### config.mk
export PLATFORM = sky130hd
export DESIGN_NAME = output_drain_seq
export DESIGN_NICKNAME = d
export VERILOG_FILES = /design/src/rtl/sparhixcel_pkg.sv /design/src/rtl/sync_fifo.sv /design/src/rtl/output_drain_seq.sv
export SDC_FILE = /design/constraint.sdc
export NUM_CORES = 1
export LEC_CHECK = 0
export CAP_MARGIN = 15
export CORE_ASPECT_RATIO = 0.9
export CORE_MARGIN = 10
export CORE_UTILIZATION = 45
export DETAILED_ROUTE_END_ITERATION = 10
export GPL_TIMING_DRIVEN = 1
export PLACE_DENSITY = 0.66
export REMOVE_ABC_BUFFERS = 1
export SLEW_MARGIN = 40
export SYNTH_ARGS = -nofsm -noshare
export SYNTH_HDL_FRONTEND = slang
export SYNTH_SLANG_ARGS = --single-unit
### constraint.sdc
create_clock -name clk_i -period 3 [get_ports clk_i]
set_input_delay 0.45 -clock clk_i [delete_from_list [all_inputs] [get_ports clk_i]]
set_output_delay 0.45 -clock clk_i [all_outputs]
set_load 0.02 [all_outputs]
### src/rtl/sparhixcel_pkg.sv
// Shared types and sizes for the accelerator read-back path.
// Pure declarations; no timing or flow control.
package sparhixcel_pkg;

    localparam int N_FILTERS       = 30;
    localparam int FSEL_WIDTH      = $clog2(N_FILTERS);
    localparam int BRAM_ADDR_WIDTH = 11;
    localparam int DATA_WIDTH      = 16;

    typedef struct packed {
        logic [FSEL_WIDTH-1:0] filter;
        logic                  eof;
        logic                  last;
    } drain_tag_t;

    typedef enum logic [1:0] {
        ST_IDLE,
        ST_RUN,
        ST_FLUSH,
        ST_DONE
    } drain_state_t;

    function automatic logic [DATA_WIDTH-1:0] relu(input logic [DATA_WIDTH-1:0] x, input logic en);
        return (en && x[DATA_WIDTH-1]) ? '0 : x;
    endfunction

endpackage

### src/rtl/sync_fifo.sv
// Show-ahead synchronous FIFO; a write is readable on rd_data one cycle later.
// Writes while full are dropped and flagged by assertion; reads while empty are ignored.
module sync_fifo #(
    parameter  int WIDTH = 8,
    parameter  int DEPTH = 4,
    localparam int AW    = (DEPTH > 1) ? $clog2(DEPTH) : 1,
    localparam int CW    = $clog2(DEPTH + 1)
) (
    input  logic             clk,
    input  logic             rst,
    input  logic             wr_en,
    input  logic [WIDTH-1:0] wr_data,
    input  logic             rd_en,
    output logic [WIDTH-1:0] rd_data,
    output logic [CW-1:0]    count,
    output logic             empty
);
    logic [WIDTH-1:0] mem [DEPTH];
    logic [AW-1:0]    wr_ptr, rd_ptr;
    logic             full, do_wr, do_rd;

    function automatic logic [AW-1:0] bump(input logic [AW-1:0] p);
        return (p == AW'(DEPTH - 1)) ? '0 : p + 1'b1;
    endfunction

    assign full    = (count == CW'(DEPTH));
    assign empty   = (count == '0);
    assign do_wr   = wr_en && !full;
    assign do_rd   = rd_en && !empty;
    assign rd_data = mem[rd_ptr];

    always_ff @(posedge clk) begin
        if (rst) begin
            wr_ptr <= '0;
            rd_ptr <= '0;
            count  <= '0;
        end else begin
            if (do_wr) wr_ptr <= bump(wr_ptr);
            if (do_rd) rd_ptr <= bump(rd_ptr);
            case ({do_wr, do_rd})
                2'b10:   count <= count + 1'b1;
                2'b01:   count <= count - 1'b1;
                default: count <= count;
            endcase
        end
    end

    always_ff @(posedge clk) begin
        if (do_wr) mem[wr_ptr] <= wr_data;
    end

    a_no_overflow: assert property (@(posedge clk) disable iff (rst) !(wr_en && full));

endmodule

### src/rtl/output_drain_seq.sv
// Walks every (filter, word) read after a layer and streams results; first beat READ_LATENCY+2 cycles after start.
// Reads are issued only against free FIFO credit, so m_ready_i backpressure never drops a beat.
module output_drain_seq
    import sparhixcel_pkg::*;
#(
    parameter int READ_LATENCY = 2,
    parameter int FIFO_DEPTH   = 4
) (
    input  logic                       clk_i,
    input  logic                       rst_i,
    input  logic                       start_i,
    input  logic [FSEL_WIDTH-1:0]      n_filters_i,
    input  logic [BRAM_ADDR_WIDTH-1:0] n_words_i,
    input  logic                       relu_en_i,
    output logic [FSEL_WIDTH-1:0]      sel_mux_final_o,
    output logic [BRAM_ADDR_WIDTH-1:0] bram_addr_o,
    output logic                       issue_o,
    input  logic [DATA_WIDTH-1:0]      data_i,
    output logic [DATA_WIDTH-1:0]      m_data_o,
    output logic [FSEL_WIDTH-1:0]      m_filter_o,
    output logic                       m_eof_o,
    output logic                       m_last_o,
    output logic                       m_valid_o,
    input  logic                       m_ready_i,
    output logic                       busy_o,
    output logic                       done_o
);
    localparam int CW    = $clog2(FIFO_DEPTH + 1);
    localparam int TAG_W = $bits(drain_tag_t);
    localparam int ENT_W = DATA_WIDTH + TAG_W;

    drain_state_t                  state_q, state_d;
    logic [FSEL_WIDTH-1:0]         f_q, nf_q;
    logic [BRAM_ADDR_WIDTH-1:0]    a_q, nw_q;
    logic                          relu_q, skip_q;
    logic [CW-1:0]                 inflight_q, fifo_count;
    logic [READ_LATENCY-1:0]       sr_vld;
    drain_tag_t [READ_LATENCY-1:0] sr_tag;
    drain_tag_t                    issue_tag, head_tag;
    logic [DATA_WIDTH-1:0]         head_dat;
    logic [ENT_W-1:0]              head_ent;
    logic                          credits_ok, issue, a_wrap, fifo_empty, valid, pop;

    assign credits_ok = ({1'b0, inflight_q} + {1'b0, fifo_count}) < (CW + 1)'(FIFO_DEPTH);
    assign issue      = (state_q == ST_RUN) && credits_ok;
    assign a_wrap     = (a_q == nw_q - 1'b1);
    assign valid      = !fifo_empty;
    assign pop        = valid && m_ready_i;
    assign {head_dat, head_tag} = head_ent;

    always_comb begin
        issue_tag        = '0;
        issue_tag.filter = f_q;
        issue_tag.eof    = a_wrap;
        issue_tag.last   = a_wrap && (f_q == nf_q - 1'b1);
    end

    sync_fifo #(
        .WIDTH (ENT_W),
        .DEPTH (FIFO_DEPTH)
    ) u_fifo (
        .clk     (clk_i),
        .rst     (rst_i),
        .wr_en   (sr_vld[READ_LATENCY-1]),
        .wr_data ({relu(data_i, relu_q), sr_tag[READ_LATENCY-1]}),
        .rd_en   (pop),
        .rd_data (head_ent),
        .count   (fifo_count),
        .empty   (fifo_empty)
    );

    always_ff @(posedge clk_i) begin
        if (rst_i) state_q <= ST_IDLE;
        else       state_q <= state_d;
    end

    // An empty drain takes the FLUSH hop so busy/done timing matches a normal drain's tail.
    always_comb begin
        state_d = state_q;
        case (state_q)
            ST_IDLE:  if (start_i) state_d = ST_FLUSH;
            ST_RUN:   if (issue && issue_tag.last) state_d = ST_FLUSH;
            ST_FLUSH: if (skip_q || (pop && head_tag.last)) state_d = ST_DONE;
            ST_DONE:  state_d = ST_IDLE;
            default:  state_d = ST_IDLE;
        endcase
        if (state_q == ST_IDLE && start_i && n_filters_i != '0 && n_words_i != '0)
            state_d = ST_RUN;
    end

    always_comb begin
        sel_mux_final_o = '0;
        bram_addr_o     = '0;
        if (state_q == ST_RUN) begin
            sel_mux_final_o = f_q;
            bram_addr_o     = a_q;
        end
        issue_o    = issue;
        m_valid_o  = valid;
        m_data_o   = valid ? head_dat : '0;
        m_filter_o = valid ? head_tag.filter : '0;
        m_eof_o    = valid && head_tag.eof;
        m_last_o   = valid && head_tag.last;
        busy_o     = (state_q != ST_IDLE);
        done_o     = (state_q == ST_DONE);
    end

    always_ff @(posedge clk_i) begin
        if (rst_i) begin
            f_q        <= '0;
            a_q        <= '0;
            nf_q       <= '0;
            nw_q       <= '0;
            relu_q     <= 1'b0;
            skip_q     <= 1'b0;
            inflight_q <= '0;
            sr_vld     <= '0;
            sr_tag     <= '0;
        end else begin
            if (state_q == ST_IDLE && start_i) begin
                nf_q   <= n_filters_i;
                nw_q   <= n_words_i;
                relu_q <= relu_en_i;
                skip_q <= (n_filters_i == '0) || (n_words_i == '0);
                f_q    <= '0;
                a_q    <= '0;
            end else if (issue) begin
                if (a_wrap) begin
                    a_q <= '0;
                    f_q <= f_q + 1'b1;
                end else begin
                    a_q <= a_q + 1'b1;
                end
            end

            case ({issue, sr_vld[READ_LATENCY-1]})
                2'b10:   inflight_q <= inflight_q + 1'b1;
                2'b01:   inflight_q <= inflight_q - 1'b1;
                default: inflight_q <= inflight_q;
            endcase

            sr_vld[0] <= issue;
            sr_tag[0] <= issue_tag;
            for (int i = 1; i < READ_LATENCY; i++) begin
                sr_vld[i] <= sr_vld[i-1];
                sr_tag[i] <= sr_tag[i-1];
            end
        end
    end

endmodule
### A small window of the routed layout

Window x 62 to 87, y 56 to 81 um. Cells in grey, sequential cells in the stronger grey; small squares are vias.
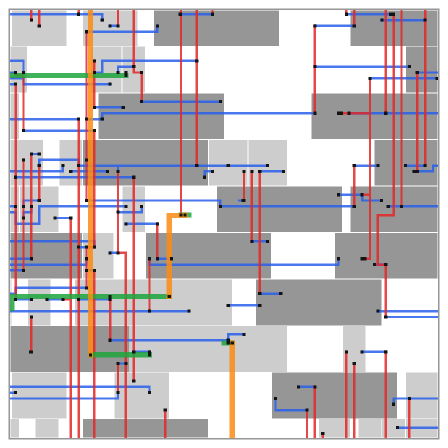
[red] M2
[orange] M4
[blue] M1
[green] M3
cells with their middle in the window: 28
sequential cells in the window: 11
netlist names of flops here include: sr_tag (3), sr_vld (2), state_q (2)
most frequent: dfxtp_1 (9), nor2_1 (3)

==> results.yml <==
# generated from flow reports
routing:
  routed-via-count: 4472
  wirelength_mm: 14.7
  drt_first_iter_violations: 304
  firstDrtPassIters: 4
  viasPerCell: 5.22
  drt-wirelength-per-cell_um: 17.2
  drc: 0
  ant_nets: 0
global_route:
  grt_usage: 0.151
  antenna_found_initial: 0
  grt_pass1_wl_mm: 24.2
  grt_pass1_vias: 4706
  grt_max_degree: 42
setup_path:
  path_buffers: 2
  critPathSlowestCell: "clkdlybuf4s50_1"
  crit_arrival_ns: 2.37
  end_kind: "output port"
  required_ns: 2.55
  start_kind: "flip-flop"
  crit_path_max_incr_delay_ns: 0.53
  crit_path_max_fanout: 8
  path_delay_family: "buffers and inverters"
clocking:
  clk_pin_slew_ns: 0.06
  numCtsBuffers: 17
  cts_sinks: 156
  tritoncts: "built"
  holdBufCountCts: 0
  clockRootBuffer: "clkbuf_16"
  clockBufferDepth: 2
  worstSkewPairLatency_ns: 0.42
  cts_setup_buffers: 0
placed_design:
  place_inst: 824
  hpwl_mm: 10.1
  place.gp.congestion: 0.812
  port_buffers: 79
sta:
  setup_violations: 0
  rsz0062_at_grt: "no"
  slew_headroom: 0.629
  worstMarginPinSlew_ns: 0.552
  fin_crit_ns: 2.82
  hold_viol_final: 0
  maxSlewViolCount: 0
  fmax_mhz: 355
  tns_ns: 0
yosys:
  yosysCellCount: 560
  largest_area_cell: "edfxtp_1"
  async_flop_share: 0
  area_leaders: "edfxtp_1 41%, dfxtp_1 19%, mux4_2 7.6%, and2_1 5.4%, nand2_1 3.4%"
  yosysSeqAreaShare: 0.595
  ys_area_um2: 6790
  synth.avg_cell_area_um2: 12.1
  netlist_instances: 560
  ys.flop_type: "edfxtp_1"
  edf_count: 92
  synthDistinctLibCells: 47
  yosys.area.top_type_share: 0.407
final_layout:
  nets: 697
  syn_to_final_growth_pct: 24.2
  layout_top_cell: "edfxtp_1"
  lay_top_cells: "92 x edfxtp_1, 79 x clkdlybuf4s50_1, 63 x dfxtp_1, 62 x nand2_1, 59 x and2_1"
  diodes: 0
  final_cells: 856
  final_layout_size_suffix_gt1_frac: 0.117
outcome:
  status: "finished clean"
power:
  powerDensity_nw_per_um2: 629
  power.leakage_uw: 0.00285
  irDropWorstVdd_uv: 481
die:
  core_area_um2: 14800
  ios: 80
  fp.dieH_um: 137
  die_w_um: 150
flow_run:
  maxCapViolCount: 0
  warning_count: 28
hold_path:
  min_path_type: "flip-flop to flip-flop"
### Cell area per tile

Drawn at 2 px/um. The die is cut into 15 by 14 equal tiles; black is low, pale yellow is high, 0 to 100% covered.
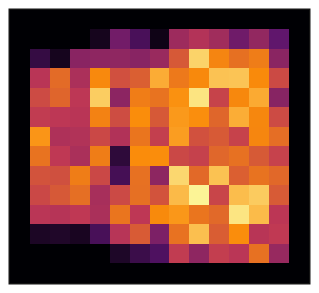
emptiest ninth of the die: south-west
nearly empty tiles: 29%
mean over tiles: 40%
fullest tile: 98%
densest ninth of the die: centre

==> registers in the layout, indices dropped and copies added, names as in the netlist, 2 cells and up, named ones only <==
name,count
u_fifo.mem,92
sr_tag,14
a_q,11
nw_q,11
f_q,5
nf_q,5
inflight_q,3
u_fifo.count,3
sr_vld,2
state_q,2
u_fifo.rd_ptr,2
u_fifo.wr_ptr,2
==> final timing paths <==
check	startpoint	endpoint	slack (ns)	cells past startpoint
max reg2reg	nw_q[0]$_SDFFE_PP0P_	f_q[4]$_SDFFE_PP0P_	0.19	9
min reg2reg	sr_tag[1]$_SDFF_PP0_	sr_tag[8]$_SDFF_PP0_	0.43	1
min	sr_tag[1]$_SDFF_PP0_	sr_tag[8]$_SDFF_PP0_	0.43	1
max	flip-flop	m_data_o[9]	0.18	4
==> worst register-to-register path: cells and delay by family, from the launching register on <==
family	cells	cell delay (ns)
fa+ha+maj	1	0.19
buf+inv	1	0.07
xor+xnor	1	0.16
flops	1	0.34
compound gates	2	0.35
simple gates	4	1.63
==> cell type report <==
cell class / count / area [um2]
Tap cell: 198 / 248
Clock inverter: 11 / 109
Sequential cell: 156 / 4050
Fill cell: 1201 / 6330
Clock buffer: 21 / 472
Timing Repair Buffer: 95 / 923
Inverter: 17 / 63.8
Multi-Input combinational cell: 358 / 2580
==> cell families after synthesis <==
kind of cell,count (synthesis),share of synthesized area
flops,156,0.595
compound gates,67,0.0608
fa+ha+maj,15,0.0298
xor+xnor,23,0.0297
simple gates,229,0.180
mux,24,0.0777
buf+inv,46,0.0265
==> per-layer routing <==
metal  vias up  wire length, um  track usage
met3        16              920       0.0482
met5         -                0            0
met1      2164             6400        0.178
li1       2190                -            -
met4         0              169       0.0501
met2       102             7190        0.255
==> through the flow <==
step           total power (uW)  hold slack (ns)  area [um2]  worst slack, ns
6_report                   5310            0.433        8440            0.181
5_1_grt                    5550            0.450        8440           0.0425
4_1_cts                    5360            0.436        8430           0.0214
3_5_place_dp               3290            0.422        7850           0.0366
3_3_place_gp               3270            0.416        7850            0.152
2_1_floorplan              2910            0.414        6680            0.148
==> power breakdown <==
part	switching, uW	leakage, uW	total [uW]	internal [uW]
Combinational	450	0.00125	864	414
Sequential	57.0	0.00133	2370	2320
Clock	843	0.000279	2070	1220
Total	1350	0.00285	5310	3960
==> what timing repair did <==
| item | 4_1_cts | 5_1_grt |
|---|---|---|
| setup endpoints to repair | 0 | 5 |
| hold endpoints to repair | 0 | 0 |
| gates resized | 0 | 2 |
==> synthesized netlist by cell type (4+ instances only) <==
cell type  count
edfxtp_1      92
dfxtp_1       64
nand2_1       62
and2_1        59
a21oi_1       36
clkbuf_1      24
mux4_2        23
nor2_1        23
inv_1         17
nand3_1       17
nor2b_1       16
ha_1          13
nor3_1        12
xor2_1        12
xnor2_1       11
a31oi_1        6
and3_1         6
or4_1          6
nand2b_1       5
o31ai_1        5
or3_1          5
buf_1          4
nand3b_1       4
nor4_1         4
No activity file was given, so power comes from the tool's default toggle rates.
